$ cat src/rtl/dac_serializer.sv
// dac_serializer: parallel stereo samples to codec-style serial bus (BCLK/LRCK/WCLK/serialOut).
// Bus master. A one-deep sample buffer with a valid/ready handshake feeds a per-frame latch
// that fires on the left-slot-1 BCLK fall edge.
module dac_serializer #(
    parameter int unsigned DATA_WIDTH = 16,
    parameter int unsigned SLOTS      = 32,
    parameter int unsigned CLK_DIV    = 1
) (
    input  logic                  clk,
    input  logic                  reset,
    input  logic [DATA_WIDTH-1:0] leftIn,
    input  logic [DATA_WIDTH-1:0] rightIn,
    input  logic                  inValid,
    output logic                  inReady,
    output logic                  BCLK,
    output logic                  LRCK,
    output logic                  WCLK,
    output logic                  serialOut,
    output logic                  underrun
);

    localparam int unsigned DivW  = (CLK_DIV > 1) ? $clog2(CLK_DIV) : 1;
    localparam int unsigned SlotW = (SLOTS > 1) ? $clog2(SLOTS) : 1;
    localparam int unsigned IdxW  = (DATA_WIDTH > 1) ? $clog2(DATA_WIDTH) : 1;

    localparam logic [DivW-1:0]  DivMax   = DivW'(CLK_DIV - 1);
    localparam logic [SlotW-1:0] SlotMax  = SlotW'(SLOTS - 1);
    localparam logic [SlotW-1:0] DataLast = SlotW'(DATA_WIDTH);

    logic [DivW-1:0]       div_q, div_d;
    logic                  bclk_q, bclk_d;
    logic                  lrck_q, lrck_d;
    logic                  wclk_q, wclk_d;
    logic                  sout_q, sout_d;
    logic                  underrun_q, underrun_d;
    logic [SlotW-1:0]      slot_q, slot_d;
    logic                  buf_full_q, buf_full_d;
    logic [DATA_WIDTH-1:0] buf_l_q, buf_l_d, buf_r_q, buf_r_d;
    logic [DATA_WIDTH-1:0] last_l_q, last_l_d, last_r_q, last_r_d;
    logic [DATA_WIDTH-1:0] sh_l_q, sh_l_d, sh_r_q, sh_r_d;

    logic             div_wrap;
    logic             fall;
    logic             slot_wrap;
    logic [SlotW-1:0] slot_nxt;
    logic             lrck_nxt;
    logic             latch;
    logic             capture;
    logic [SlotW-1:0] bit_diff;
    logic [IdxW-1:0]  bit_idx;

    // Event decode: divider wrap, BCLK fall edge, frame latch point and input capture.
    always_comb begin
        div_wrap  = (div_q == DivMax);
        fall      = div_wrap & bclk_q;
        slot_wrap = (slot_q == SlotMax);
        slot_nxt  = slot_wrap ? '0 : slot_q + SlotW'(1);
        lrck_nxt  = slot_wrap ? ~lrck_q : lrck_q;
        // Entering left slot 1: current slot 0 of the left half, no LRCK toggle on this edge.
        latch     = fall & lrck_q & (slot_q == '0);
        capture   = inValid & ~buf_full_q;
        bit_diff  = DataLast - slot_nxt;
        bit_idx   = bit_diff[IdxW-1:0];
    end

    // Next-state: divider, buffer handshake, frame latch and bus outputs on BCLK fall edges.
    always_comb begin
        div_d      = div_wrap ? '0 : div_q + DivW'(1);
        bclk_d     = div_wrap ? ~bclk_q : bclk_q;
        lrck_d     = lrck_q;
        wclk_d     = wclk_q;
        sout_d     = sout_q;
        slot_d     = slot_q;
        buf_full_d = buf_full_q;
        buf_l_d    = buf_l_q;
        buf_r_d    = buf_r_q;
        last_l_d   = last_l_q;
        last_r_d   = last_r_q;
        sh_l_d     = sh_l_q;
        sh_r_d     = sh_r_q;
        underrun_d = latch & ~buf_full_q;

        if (capture) begin
            buf_full_d = 1'b1;
            buf_l_d    = leftIn;
            buf_r_d    = rightIn;
        end

        // A capture on the latch clk only happens with the buffer empty, so it survives here.
        if (latch) begin
            if (buf_full_q) begin
                sh_l_d     = buf_l_q;
                sh_r_d     = buf_r_q;
                last_l_d   = buf_l_q;
                last_r_d   = buf_r_q;
                buf_full_d = 1'b0;
            end else begin
                sh_l_d = last_l_q;
                sh_r_d = last_r_q;
            end
        end

        // Shift registers are read via their _d value so left slot 1 sees the fresh latch.
        if (fall) begin
            slot_d = slot_nxt;
            lrck_d = lrck_nxt;
            if ((slot_nxt != '0) && (slot_nxt <= DataLast)) begin
                wclk_d = 1'b1;
                sout_d = lrck_nxt ? sh_l_d[bit_idx] : sh_r_d[bit_idx];
            end else begin
                wclk_d = 1'b0;
                sout_d = 1'b0;
            end
        end
    end

    // State register with synchronous active-high reset.
    always_ff @(posedge clk) begin
        if (reset) begin
            div_q      <= '0;
            bclk_q     <= 1'b0;
            lrck_q     <= 1'b1;
            wclk_q     <= 1'b0;
            sout_q     <= 1'b0;
            underrun_q <= 1'b0;
            slot_q     <= '0;
            buf_full_q <= 1'b0;
            buf_l_q    <= '0;
            buf_r_q    <= '0;
            last_l_q   <= '0;
            last_r_q   <= '0;
            sh_l_q     <= '0;
            sh_r_q     <= '0;
        end else begin
            div_q      <= div_d;
            bclk_q     <= bclk_d;
            lrck_q     <= lrck_d;
            wclk_q     <= wclk_d;
            sout_q     <= sout_d;
            underrun_q <= underrun_d;
            slot_q     <= slot_d;
            buf_full_q <= buf_full_d;
            buf_l_q    <= buf_l_d;
            buf_r_q    <= buf_r_d;
            last_l_q   <= last_l_d;
            last_r_q   <= last_r_d;
            sh_l_q     <= sh_l_d;
            sh_r_q     <= sh_r_d;
        end
    end

    // Outputs come straight from registers.
    always_comb begin
        inReady   = ~buf_full_q;
        BCLK      = bclk_q;
        LRCK      = lrck_q;
        WCLK      = wclk_q;
        serialOut = sout_q;
        underrun  = underrun_q;
    end

endmodule

$ cat config.mk
export PLATFORM = sky130hd
export DESIGN_NAME = dac_serializer
export DESIGN_NICKNAME = d
export VERILOG_FILES = /design/src/rtl/dac_serializer.sv
export SDC_FILE = /design/constraint.sdc
export NUM_CORES = 1
export LEC_CHECK = 0
export CAP_MARGIN = 20
export CORE_ASPECT_RATIO = 0.6
export CORE_MARGIN = 5
export CORE_UTILIZATION = 30
export CTS_CLUSTER_SIZE = 12
export DETAILED_ROUTE_END_ITERATION = 7
export PLACE_DENSITY_LB_ADDON = 0.1
export RECOVER_POWER = 50
export SYNTH_ARGS = -nofsm -noshare
export SYNTH_HDL_FRONTEND = slang
export SYNTH_SLANG_ARGS = --single-unit
$ cat constraint.sdc
create_clock -name clk -period 7.2 [get_ports clk]
set_input_delay 1.44 -clock clk [delete_from_list [all_inputs] [get_ports clk]]
set_output_delay 1.44 -clock clk [all_outputs]
set_load 0.02 [all_outputs]
Fig. 1: PDN straps and rails
Bar = 50 um. Pins as bars on the die edge.
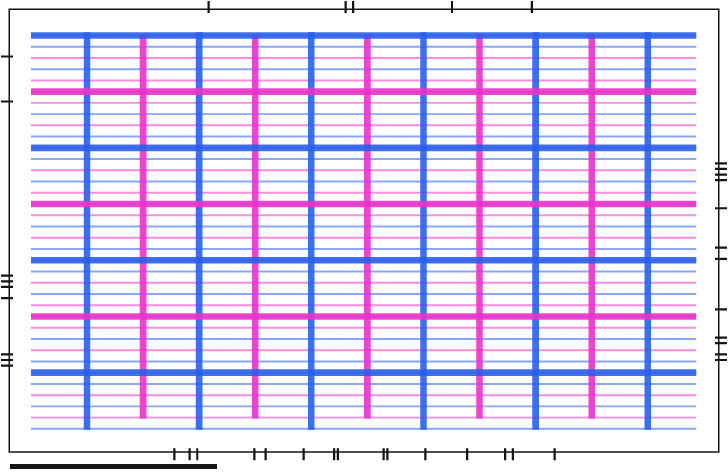
legend:
  magenta:
    net: VDD
  blue:
    net: VSS
met5 straps: 7
met1 rails: 36
signal pins: 41
rows: 35
met4 straps: 11

Fig. 2: cells coloured by class
Bar = 50 um.
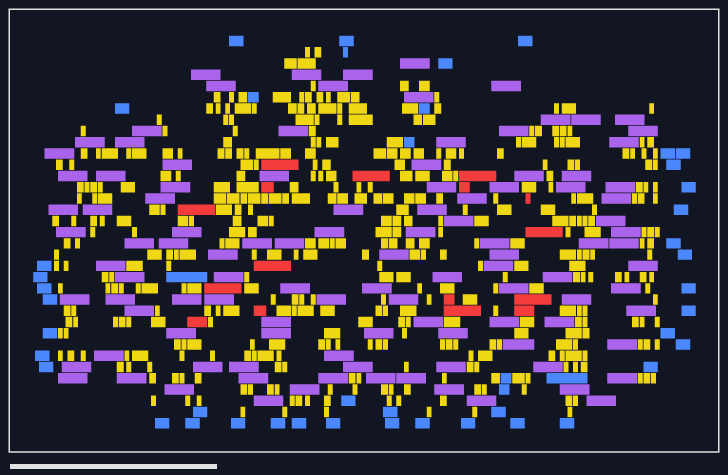
legend:
  blue:
    class: other buffers and delay cells
    cells: 47
  purple:
    class: flops
    cells: 108
  red:
    class: clock drivers and dummy loads
    cells: 16
  yellow:
    class: combinational and other logic
    cells: 407
final design utilization: 36.2%
FP Rows: 35
fraction of area in registers: 39.0%

Fig. 3: clock wires, drivers and flops
Bar = 50 um.
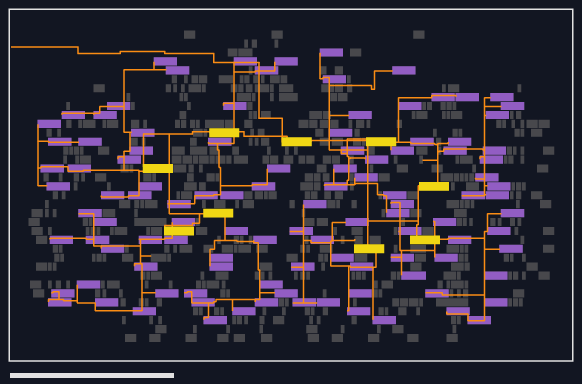
legend:
  orange:
    item: clock wires
    length: 1380 um
  yellow:
    item: clock drivers
    count: 9
  purple:
    item: flip-flops
    count: 108
routed clock nets: 10
clock group power: 0.477 mW
clock network fraction of design power: 38.3%
Final Skew: 0.00756 ns
clk ins delay skew pair: 0.34 ns

Fig. 4: wiring by layer
Two of the layers only.
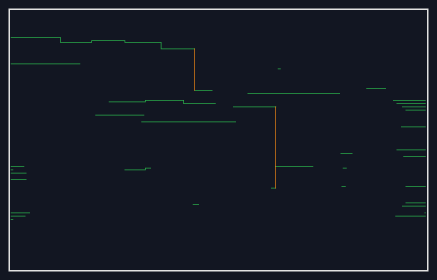
legend:
  orange:
    layer: metal 4
    wire_length: 50.3 um
  green:
    layer: metal 3
    wire_length: 466 um
total wire length: 11300 um
Vias: 3716
All-Layer GR Usage: 12.9%
wire per inst: 14.5 um

==> flow_metrics.py <==
# Synthesis and PnR figures
metrics = {
    "setup_path": {
        "start_kind": "flip-flop",
        "crit_path_end_kind": "primary output",
        "critPathBufInv": 2,
        "worstRegToRegCells": 12,
        "reg2reg_to": "serialOut$_SDFFE_PP0N_",
        "worstPathCellList": "inv_1, clkdlybuf4s50_1",
        "setup.worst_path.start": "buf_full_q$_SDFF_PP0_",
        "slowest_stage": "dfxtp_2",
        "slowest_delay_ns": 0.96,
        "crit_family": "flip-flops",
        "r2r_setup_slack_ns": 3.68,
        "r2r-start": "slot_q[0]$_SDFFE_PP0N_",
    },
    "worst_hold_path": {
        "holdPathStages": 2,
        "holdPathEnd": "last_l_q[12]$_SDFFE_PP0N_",
        "hold_path.class": "flip-flop to flip-flop",
        "hp-start": "last_l_q[12]$_SDFFE_PP0N_",
    },
    "power": {
        "powerDensity_nw_per_um2": 225,
        "power.share.sequential_pct": 51.1,
        "leakage_nw": 1.94,
        "combPwrFrac_pct": 10.7,
        "sw_frac_of_total_pct": 25.2,
        "totalPowerFinal_mw": 1.25,
        "p_int_mw": 0.933,
    },
    "clock_tree": {
        "cts_resized": 0,
        "h-tree-depth": 3,
        "cts_buffers": 9,
        "cts_tree": "built",
        "cts.clk_slew.worst_paths_ns": 0.07,
        "cts-hold-fix-buffers": 0,
    },
    "yosys": {
        "top_cell_area_share_pct": 46.2,
        "area_leaders": "dfxtp_1 (46%), nand2_1 (12%), a21oi_1 (7.7%)",
        "flop_cell": "dfxtp_1",
        "async_flop_share_pct": 0,
        "ys_sh_adder_pct": 1.34,
        "ys_cells": 550,
        "simple_gate_share_pct": 20.8,
        "synth_flop_count": 108,
        "xor_share_pct": 1.10,
        "synth_cell_types": 51,
        "yosys.area.top_type": "dfxtp_1",
    },
    "final_timing": {
        "holdWs_ns": 0.452,
        "setup_violations": 0,
        "setup_tns_ns": 0,
        "slew_violations": 38,
        "worst_slack_ns": 3.66,
        "timing.final.crit_share_pct": 49.2,
        "relSlewSlack_pct": -12.2,
    },
    "die": {
        "die_area_um2": 18300,
        "num_io_pins": 41,
        "die_w_um": 171,
        "fp_util_pct": 30.6,
    },
    "routing": {
        "viasPerCell": 4.76,
        "m1WireLength_um": 5990,
        "firstDrtPassIters": 4,
        "drt.antenna.violating_nets": 0,
        "wl_met3_um": 466,
    },
    "placed_design": {
        "hpwl_um": 7840,
        "numPortBuffers": 40,
        "placed_area_um2": 5240,
        "gp_congestion": 0.841,
        "dp.cells": 764,
        "place_ws_ns": 3.78,
    },
    "global_routing": {
        "antenna_found_initial": 0,
        "grt_pass1_vias": 3700,
        "grt_util_met2_pct": 19.4,
    },
    "layout": {
        "stdcell_count": 781,
        "syn2layout_area_growth_pct": 18.4,
        "lay_top_count": "nand2_1",
        "antennaDiodeCount": 0,
        "fin_nets": 613,
    },
    "run": {
        "drv_cap": 1,
        "warnings": 28,
    },
    "outcome": {
        "violations": "max-capacitance violations, max-slew violations",
        "status": "finished with violations",
    },
}
-- area by class of cell --
| class | count | area [um2] |
|---|---|---|
| Fill cell | 1638 | 9780 |
| Multi-Input combinational cell | 402 | 2340 |
| Sequential cell | 108 | 2160 |
| Timing Repair Buffer | 47 | 487 |
| Clock buffer | 12 | 256 |
| Tap cell | 203 | 254 |
| Clock inverter | 4 | 32.5 |
| Inverter | 5 | 18.8 |
-- sequential cells by signal, summed over array words and instances, names as in the netlist, 5 cells and up --
| name | count |
|---|---|
| slot_q | 5 |
| sh_l_q | 16 |
| buf_l_q | 16 |
| last_l_q | 16 |
| buf_r_q | 16 |
| sh_r_q | 16 |
| last_r_q | 16 |
Power figures rest on the tool's default switching activity, not on a simulated workload.
